<file path="config.mk">
export PLATFORM = sky130hd
export DESIGN_NAME = timing_recovery_loop_flat
export DESIGN_NICKNAME = d
export VERILOG_FILES = /design/src/rtl/timing_recovery_loop_if.sv /design/src/rtl/timing_recovery_loop.sv /design/src/flat_wrapper.sv
export SDC_FILE = /design/constraint.sdc
export NUM_CORES = 1
export LEC_CHECK = 0
export CORE_ASPECT_RATIO = 1.1
export CORE_MARGIN = 5
export CORE_UTILIZATION = 47
export DETAILED_ROUTE_END_ITERATION = 7
export HOLD_SLACK_MARGIN = 0.15
export PLACE_DENSITY = 0.75
export SKIP_CTS_REPAIR_TIMING = 1
export SYNTH_ARGS = -nofsm -noshare
export SYNTH_HDL_FRONTEND = slang
export SYNTH_SLANG_ARGS = --single-unit
</file>
<file path="constraint.sdc">
create_clock -name clk -period 10.9 [get_ports clk]
set_clock_uncertainty 0.1 [all_clocks]
set_input_delay 3.27 -clock clk [delete_from_list [all_inputs] [get_ports clk]]
set_output_delay 3.27 -clock clk [all_outputs]
set_load 0.03 [all_outputs]
</file>
<file path="src/rtl/timing_recovery_loop_if.sv">
// Sample/strobe bundle between the matched filter, the timing loop and its consumers.
// The master drives the i_* side, the loop (slave) drives the o_* side.
interface timing_recovery_loop_if #(
    parameter int NB_DATA  = 9,
    parameter int NB_ERR   = 20,
    parameter int NB_PHASE = 4
);
    logic                       i_valid;
    logic signed [NB_DATA-1:0]  i_data;
    logic                       i_mode;
    logic [4:0]                 i_kp_shift;
    logic [4:0]                 i_ki_shift;
    logic [NB_ERR-1:0]          i_lock_thr;
    logic                       i_freeze;
    logic signed [NB_DATA-1:0]  o_sym;
    logic                       o_sym_valid;
    logic signed [NB_ERR-1:0]   o_ted;
    logic                       o_ted_valid;
    logic [NB_PHASE-1:0]        o_phase;
    logic                       o_stuff;
    logic                       o_skip;
    logic                       o_lock;

    modport master (
        output i_valid, i_data, i_mode, i_kp_shift, i_ki_shift, i_lock_thr, i_freeze,
        input  o_sym, o_sym_valid, o_ted, o_ted_valid, o_phase, o_stuff, o_skip, o_lock
    );

    modport slave (
        input  i_valid, i_data, i_mode, i_kp_shift, i_ki_shift, i_lock_thr, i_freeze,
        output o_sym, o_sym_valid, o_ted, o_ted_valid, o_phase, o_stuff, o_skip, o_lock
    );
endinterface

</file>
<file path="src/rtl/timing_recovery_loop.sv">
// Closed-loop symbol timing recovery: Gardner / ML early-late TED, PI loop filter,
// fractional phase accumulator with stuff/skip control and a windowed lock detector.
module timing_recovery_loop #(
    parameter int NB_DATA     = 9,
    parameter int NBF_DATA    = 7,
    parameter int OS          = 2,
    parameter int NB_PHASE    = 4,
    parameter int NB_ERR      = 20,
    parameter int NB_MU       = 22,
    parameter int NB_LOCK_WIN = 6
) (
    input  logic clk,
    input  logic rst_n,
    timing_recovery_loop_if.slave bus
);
    localparam int CW     = $clog2(OS + 1);
    localparam int PW     = 2 * NB_DATA + 2;
    localparam int IW     = NB_MU + 2;
    localparam int MW     = (PW > IW) ? PW : IW;
    localparam int WW     = ((MW > NB_ERR) ? MW : NB_ERR) + 2;
    localparam int AW     = NB_ERR + NB_LOCK_WIN;
    localparam int TED_SH = (PW > NB_ERR) ? PW - NB_ERR : 0;

    localparam logic signed [WW-1:0] E_MAX = {{(WW-NB_ERR+1){1'b0}}, {(NB_ERR-1){1'b1}}};
    localparam logic signed [WW-1:0] E_MIN = ~E_MAX;
    localparam logic signed [WW-1:0] I_MAX = {{(WW-IW+1){1'b0}}, {(IW-1){1'b1}}};
    localparam logic signed [WW-1:0] I_MIN = ~I_MAX;

    localparam logic [1:0] P_NONE  = 2'd0;
    localparam logic [1:0] P_STUFF = 2'd1;
    localparam logic [1:0] P_SKIP  = 2'd2;

    if (OS < 2 || OS > 8 || (OS & (OS - 1)) != 0 || NBF_DATA >= NB_DATA) begin : g_param_check
        $error("timing_recovery_loop: unsupported OS or NBF_DATA");
    end

    function automatic logic signed [NB_ERR-1:0] sat_e(input logic signed [WW-1:0] x);
        if (x > E_MAX) return E_MAX[NB_ERR-1:0];
        if (x < E_MIN) return E_MIN[NB_ERR-1:0];
        return x[NB_ERR-1:0];
    endfunction

    function automatic logic signed [IW-1:0] sat_i(input logic signed [WW-1:0] x);
        if (x > I_MAX) return I_MAX[IW-1:0];
        if (x < I_MIN) return I_MIN[IW-1:0];
        return x[IW-1:0];
    endfunction

    logic signed [NB_DATA-1:0] h [0:OS];
    logic signed [NB_DATA-1:0] sym_r;
    logic [CW-1:0]             cnt, term;
    logic [1:0]                pend, queued, pend_c, queued_c, wrap;
    logic [1:0]                prime;
    logic                      eot, mode_r, sym_v, ted_v, upd, stuff_r, skip_r, lock_r;
    logic signed [PW-1:0]      a, b, prod;
    logic signed [WW-1:0]      e_full, t_e, t_i, t_n;
    logic signed [NB_ERR-1:0]  e_sat, ted;
    logic signed [IW-1:0]      integ, integ_c, ctrl, ctrl_c, sum;
    logic [NB_MU-1:0]          mu;
    logic [NB_ERR-1:0]         mag;
    logic [AW-1:0]             acc, acc_c;
    logic [NB_LOCK_WIN-1:0]    win;

    // A pending stuff stretches the current symbol by one sample, a skip shortens it.
    always_comb begin
        case (pend)
            P_STUFF: term = CW'(OS);
            P_SKIP:  term = CW'(OS - 2);
            default: term = CW'(OS - 1);
        endcase
    end

    assign eot = bus.i_valid && (cnt >= term);

    // Evaluated in the cycle after the on-time sample, when h[0] holds it.
    always_comb begin
        a = h[OS/2];
        if (mode_r) begin
            b    = h[OS] - h[0];
            prod = a * b;
        end else begin
            b    = h[0] - h[2];
            prod = h[1][NB_DATA-1] ? -b : b;
        end
        e_full = prod;
        e_sat  = sat_e(e_full >>> TED_SH);
    end

    always_comb begin
        t_e     = ted;
        t_i     = integ;
        integ_c = sat_i(t_i + (t_e >>> bus.i_ki_shift));
        t_n     = bus.i_freeze ? integ : integ_c;
        ctrl_c  = sat_i((t_e >>> bus.i_kp_shift) + t_n);
        sum     = $signed({2'b00, mu}) + ctrl;
    end

    // One adjustment is live at a time; a wrap arriving while one is live waits a symbol.
    always_comb begin
        pend_c   = eot ? queued : pend;
        queued_c = eot ? P_NONE : queued;
        wrap     = P_NONE;
        if (upd && !bus.i_freeze)
            wrap = sum[IW-1] ? P_SKIP : (sum[IW-2] ? P_STUFF : P_NONE);
        if (wrap != P_NONE) begin
            if (pend_c == P_NONE) pend_c = wrap;
            else                  queued_c = wrap;
        end
    end

    always_comb begin
        mag   = ted[NB_ERR-1] ? -ted : ted;
        acc_c = acc + AW'(mag);
    end

    always_ff @(posedge clk) begin
        if (!rst_n) begin
            for (int unsigned i = 0; i <= OS; i++) h[i] <= '0;
            cnt     <= '0;
            mode_r  <= 1'b0;
            sym_r   <= '0;
            sym_v   <= 1'b0;
            ted     <= '0;
            ted_v   <= 1'b0;
            prime   <= '0;
            upd     <= 1'b0;
            integ   <= '0;
            ctrl    <= '0;
            mu      <= '0;
            pend    <= P_NONE;
            queued  <= P_NONE;
            stuff_r <= 1'b0;
            skip_r  <= 1'b0;
            acc     <= '0;
            win     <= '0;
            lock_r  <= 1'b0;
        end else begin
            if (bus.i_valid) begin
                for (int unsigned i = OS; i > 0; i--) h[i] <= h[i-1];
                h[0] <= bus.i_data;
                cnt  <= eot ? '0 : cnt + CW'(1);
            end
            if (eot) begin
                mode_r <= bus.i_mode;
                sym_r  <= bus.i_data;
            end
            sym_v <= eot;
            ted_v <= sym_v;
            if (sym_v) begin
                ted <= (prime == 2'd2) ? e_sat : '0;
                if (prime != 2'd2) prime <= prime + 2'd1;
            end
            if (ted_v) begin
                if (!bus.i_freeze) integ <= integ_c;
                ctrl <= ctrl_c;
                win  <= win + NB_LOCK_WIN'(1);
                if (&win) begin
                    lock_r <= (acc_c >> NB_LOCK_WIN) < AW'(bus.i_lock_thr);
                    acc    <= '0;
                end else begin
                    acc <= acc_c;
                end
            end
            upd <= ted_v;
            if (upd && !bus.i_freeze) mu <= sum[NB_MU-1:0];
            stuff_r <= (wrap == P_STUFF);
            skip_r  <= (wrap == P_SKIP);
            pend    <= pend_c;
            queued  <= queued_c;
        end
    end

    assign bus.o_sym       = sym_r;
    assign bus.o_sym_valid = sym_v;
    assign bus.o_ted       = ted;
    assign bus.o_ted_valid = ted_v;
    assign bus.o_phase     = mu[NB_MU-1 -: NB_PHASE];
    assign bus.o_stuff     = stuff_r;
    assign bus.o_skip      = skip_r;
    assign bus.o_lock      = lock_r;
endmodule

</file>
<file path="src/flat_wrapper.sv">
// flat-port wrapper written by rule: the top's interface ports become plain ports
module timing_recovery_loop_flat 
#(
    parameter int NB_DATA     = 9,
    parameter int NBF_DATA    = 7,
    parameter int OS          = 2,
    parameter int NB_PHASE    = 4,
    parameter int NB_ERR      = 20,
    parameter int NB_MU       = 22,
    parameter int NB_LOCK_WIN = 6
)
  (clk, rst_n, bus_i_valid, bus_i_data, bus_i_mode, bus_i_kp_shift, bus_i_ki_shift, bus_i_lock_thr, bus_i_freeze, bus_o_sym, bus_o_sym_valid, bus_o_ted, bus_o_ted_valid, bus_o_phase, bus_o_stuff, bus_o_skip, bus_o_lock);
  timing_recovery_loop_if #(.NB_DATA(NB_DATA), .NB_ERR(NB_ERR), .NB_PHASE(NB_PHASE)) bus_i ();
  input  logic clk;
  input  logic rst_n;
  input wire logic [$bits(bus_i.i_valid)-1:0] bus_i_valid;
  input wire logic [$bits(bus_i.i_data)-1:0] bus_i_data;
  input wire logic [$bits(bus_i.i_mode)-1:0] bus_i_mode;
  input wire logic [$bits(bus_i.i_kp_shift)-1:0] bus_i_kp_shift;
  input wire logic [$bits(bus_i.i_ki_shift)-1:0] bus_i_ki_shift;
  input wire logic [$bits(bus_i.i_lock_thr)-1:0] bus_i_lock_thr;
  input wire logic [$bits(bus_i.i_freeze)-1:0] bus_i_freeze;
  output wire logic [$bits(bus_i.o_sym)-1:0] bus_o_sym;
  output wire logic [$bits(bus_i.o_sym_valid)-1:0] bus_o_sym_valid;
  output wire logic [$bits(bus_i.o_ted)-1:0] bus_o_ted;
  output wire logic [$bits(bus_i.o_ted_valid)-1:0] bus_o_ted_valid;
  output wire logic [$bits(bus_i.o_phase)-1:0] bus_o_phase;
  output wire logic [$bits(bus_i.o_stuff)-1:0] bus_o_stuff;
  output wire logic [$bits(bus_i.o_skip)-1:0] bus_o_skip;
  output wire logic [$bits(bus_i.o_lock)-1:0] bus_o_lock;
  assign bus_i.i_valid = bus_i_valid;
  assign bus_i.i_data = bus_i_data;
  assign bus_i.i_mode = bus_i_mode;
  assign bus_i.i_kp_shift = bus_i_kp_shift;
  assign bus_i.i_ki_shift = bus_i_ki_shift;
  assign bus_i.i_lock_thr = bus_i_lock_thr;
  assign bus_i.i_freeze = bus_i_freeze;
  assign bus_o_sym = bus_i.o_sym;
  assign bus_o_sym_valid = bus_i.o_sym_valid;
  assign bus_o_ted = bus_i.o_ted;
  assign bus_o_ted_valid = bus_i.o_ted_valid;
  assign bus_o_phase = bus_i.o_phase;
  assign bus_o_stuff = bus_i.o_stuff;
  assign bus_o_skip = bus_i.o_skip;
  assign bus_o_lock = bus_i.o_lock;
  timing_recovery_loop #(.NB_DATA(NB_DATA), .NBF_DATA(NBF_DATA), .OS(OS), .NB_PHASE(NB_PHASE), .NB_ERR(NB_ERR), .NB_MU(NB_MU), .NB_LOCK_WIN(NB_LOCK_WIN)) u_core (.clk(clk), .rst_n(rst_n), .bus(bus_i));
endmodule
</file>
Fig. 1: placement view
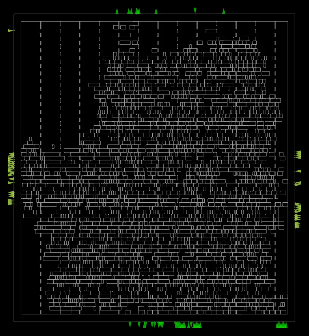
fin util: 51.54%
n_taps: 507

Fig. 2: routed clock nets over the placement
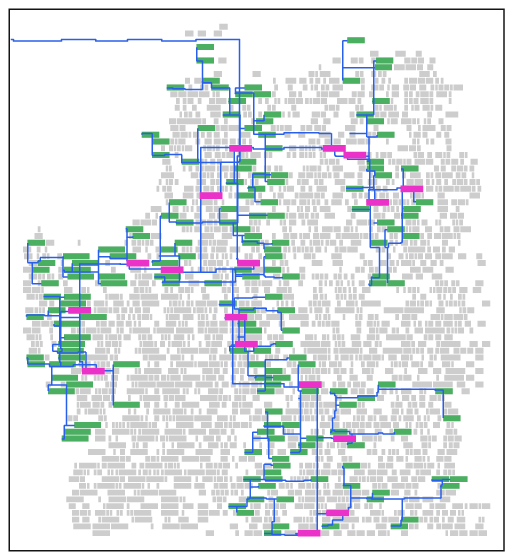
clock-net drivers: shown in magenta, count 17. flip-flops: shown in green, count 173. clock wires: shown in blue, length 2390 um.
Position of the flops: widely spread.

Fig. 3: signal wires on met4
Bar = 50 um. Supply wires on this layer in grey.
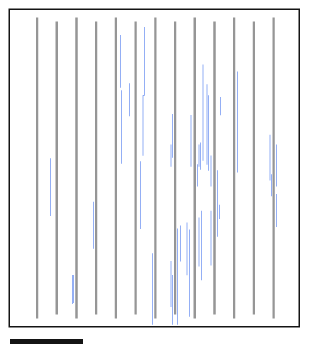
The layer carries 1330 um of wire. The wires run mostly vertical.

Fig. 4: sequential cells grouped by signal name
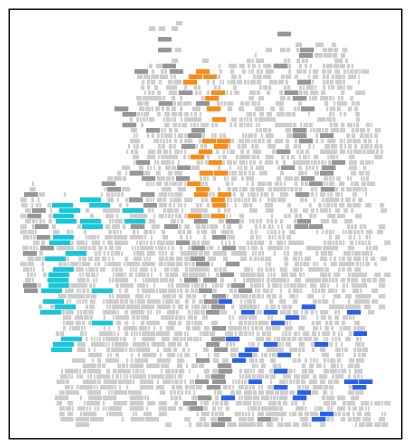
u_core.ctrl: shown in orange, sequential cells 24. u_core.acc: shown in blue, sequential cells 26. u_core.h: shown in cyan, sequential cells 27, where west.
Another 96 sequential cells are not coloured.

==> reports/metrics.yaml <==
first_iter_violations: 1178
syn_to_final_growth_pct: 9.184
clock_buffers: 24
clockRootBuffer: "clkbuf_16"
ys_top_cells_by_area: "dfxtp_1 16%, ha_1 12%, fa_1 9.0%"
detailed_place.area_um2: 19480
edf_count: 27
rsz0062_at_grt: "false"
status: "complete, no violations"
viasPerCell: 5.791
routed-wl-met2_um: 22880
critPathArrivalTime_ns: 10.47
crit_slowest_cell: "clkdlybuf4s50_1"
yosysWarnings: 0
initCoreUtil_pct: 47.21
avgSynthCellArea_um2: 7.992
clkTransAtPathRegs_ns: 0.07
top_area_cell: "dfxtp_1"
grt_pass1_wl_um: 79050
top_area_share_pct: 15.88
path_depth: 30
critical-path-top-delay-family: "AND-OR/OR-AND gates"
dp_cells: 2785
die_h_um: 217.5
comb_power_share_pct: 43.8
clkSinkCount: 173
xor_share_pct: 6.139
numSynthFlops: 173
ys_async_sr_fraction_pct: 0
crit_type: "input port to register"
drcViolationCount: 0
n_fill_cell: 3656
ys_chip_area_um2: 18410
top_layer: "met4"
period_used_pct: 94.00
ff_count: 173
fin_cells: 2817
synth_seq_share_pct: 20.29
dieArea_um2: 43220
grt_max_degree: 94
seqCellArea_um2: 3735
detail-route-antenna-nets: 0
gr-usage-met3_pct: 3.152
setup_viol: 0
p_seq_w: 0.000699
top_cell: "nand2_1"
hold_path_depth: 2
reg2reg_slack_ns: 3.05
endpoint: "u_core.ctrl[11]"
final_layout_top_logic_cell: "nand2_1"
grtUsageMet1_pct: 28.81
p_leak_nw: 8.704
min_path_type: "register to register"
syn_inst: 2303
coreArea_um2: 38990
floorplan.nets: 2604
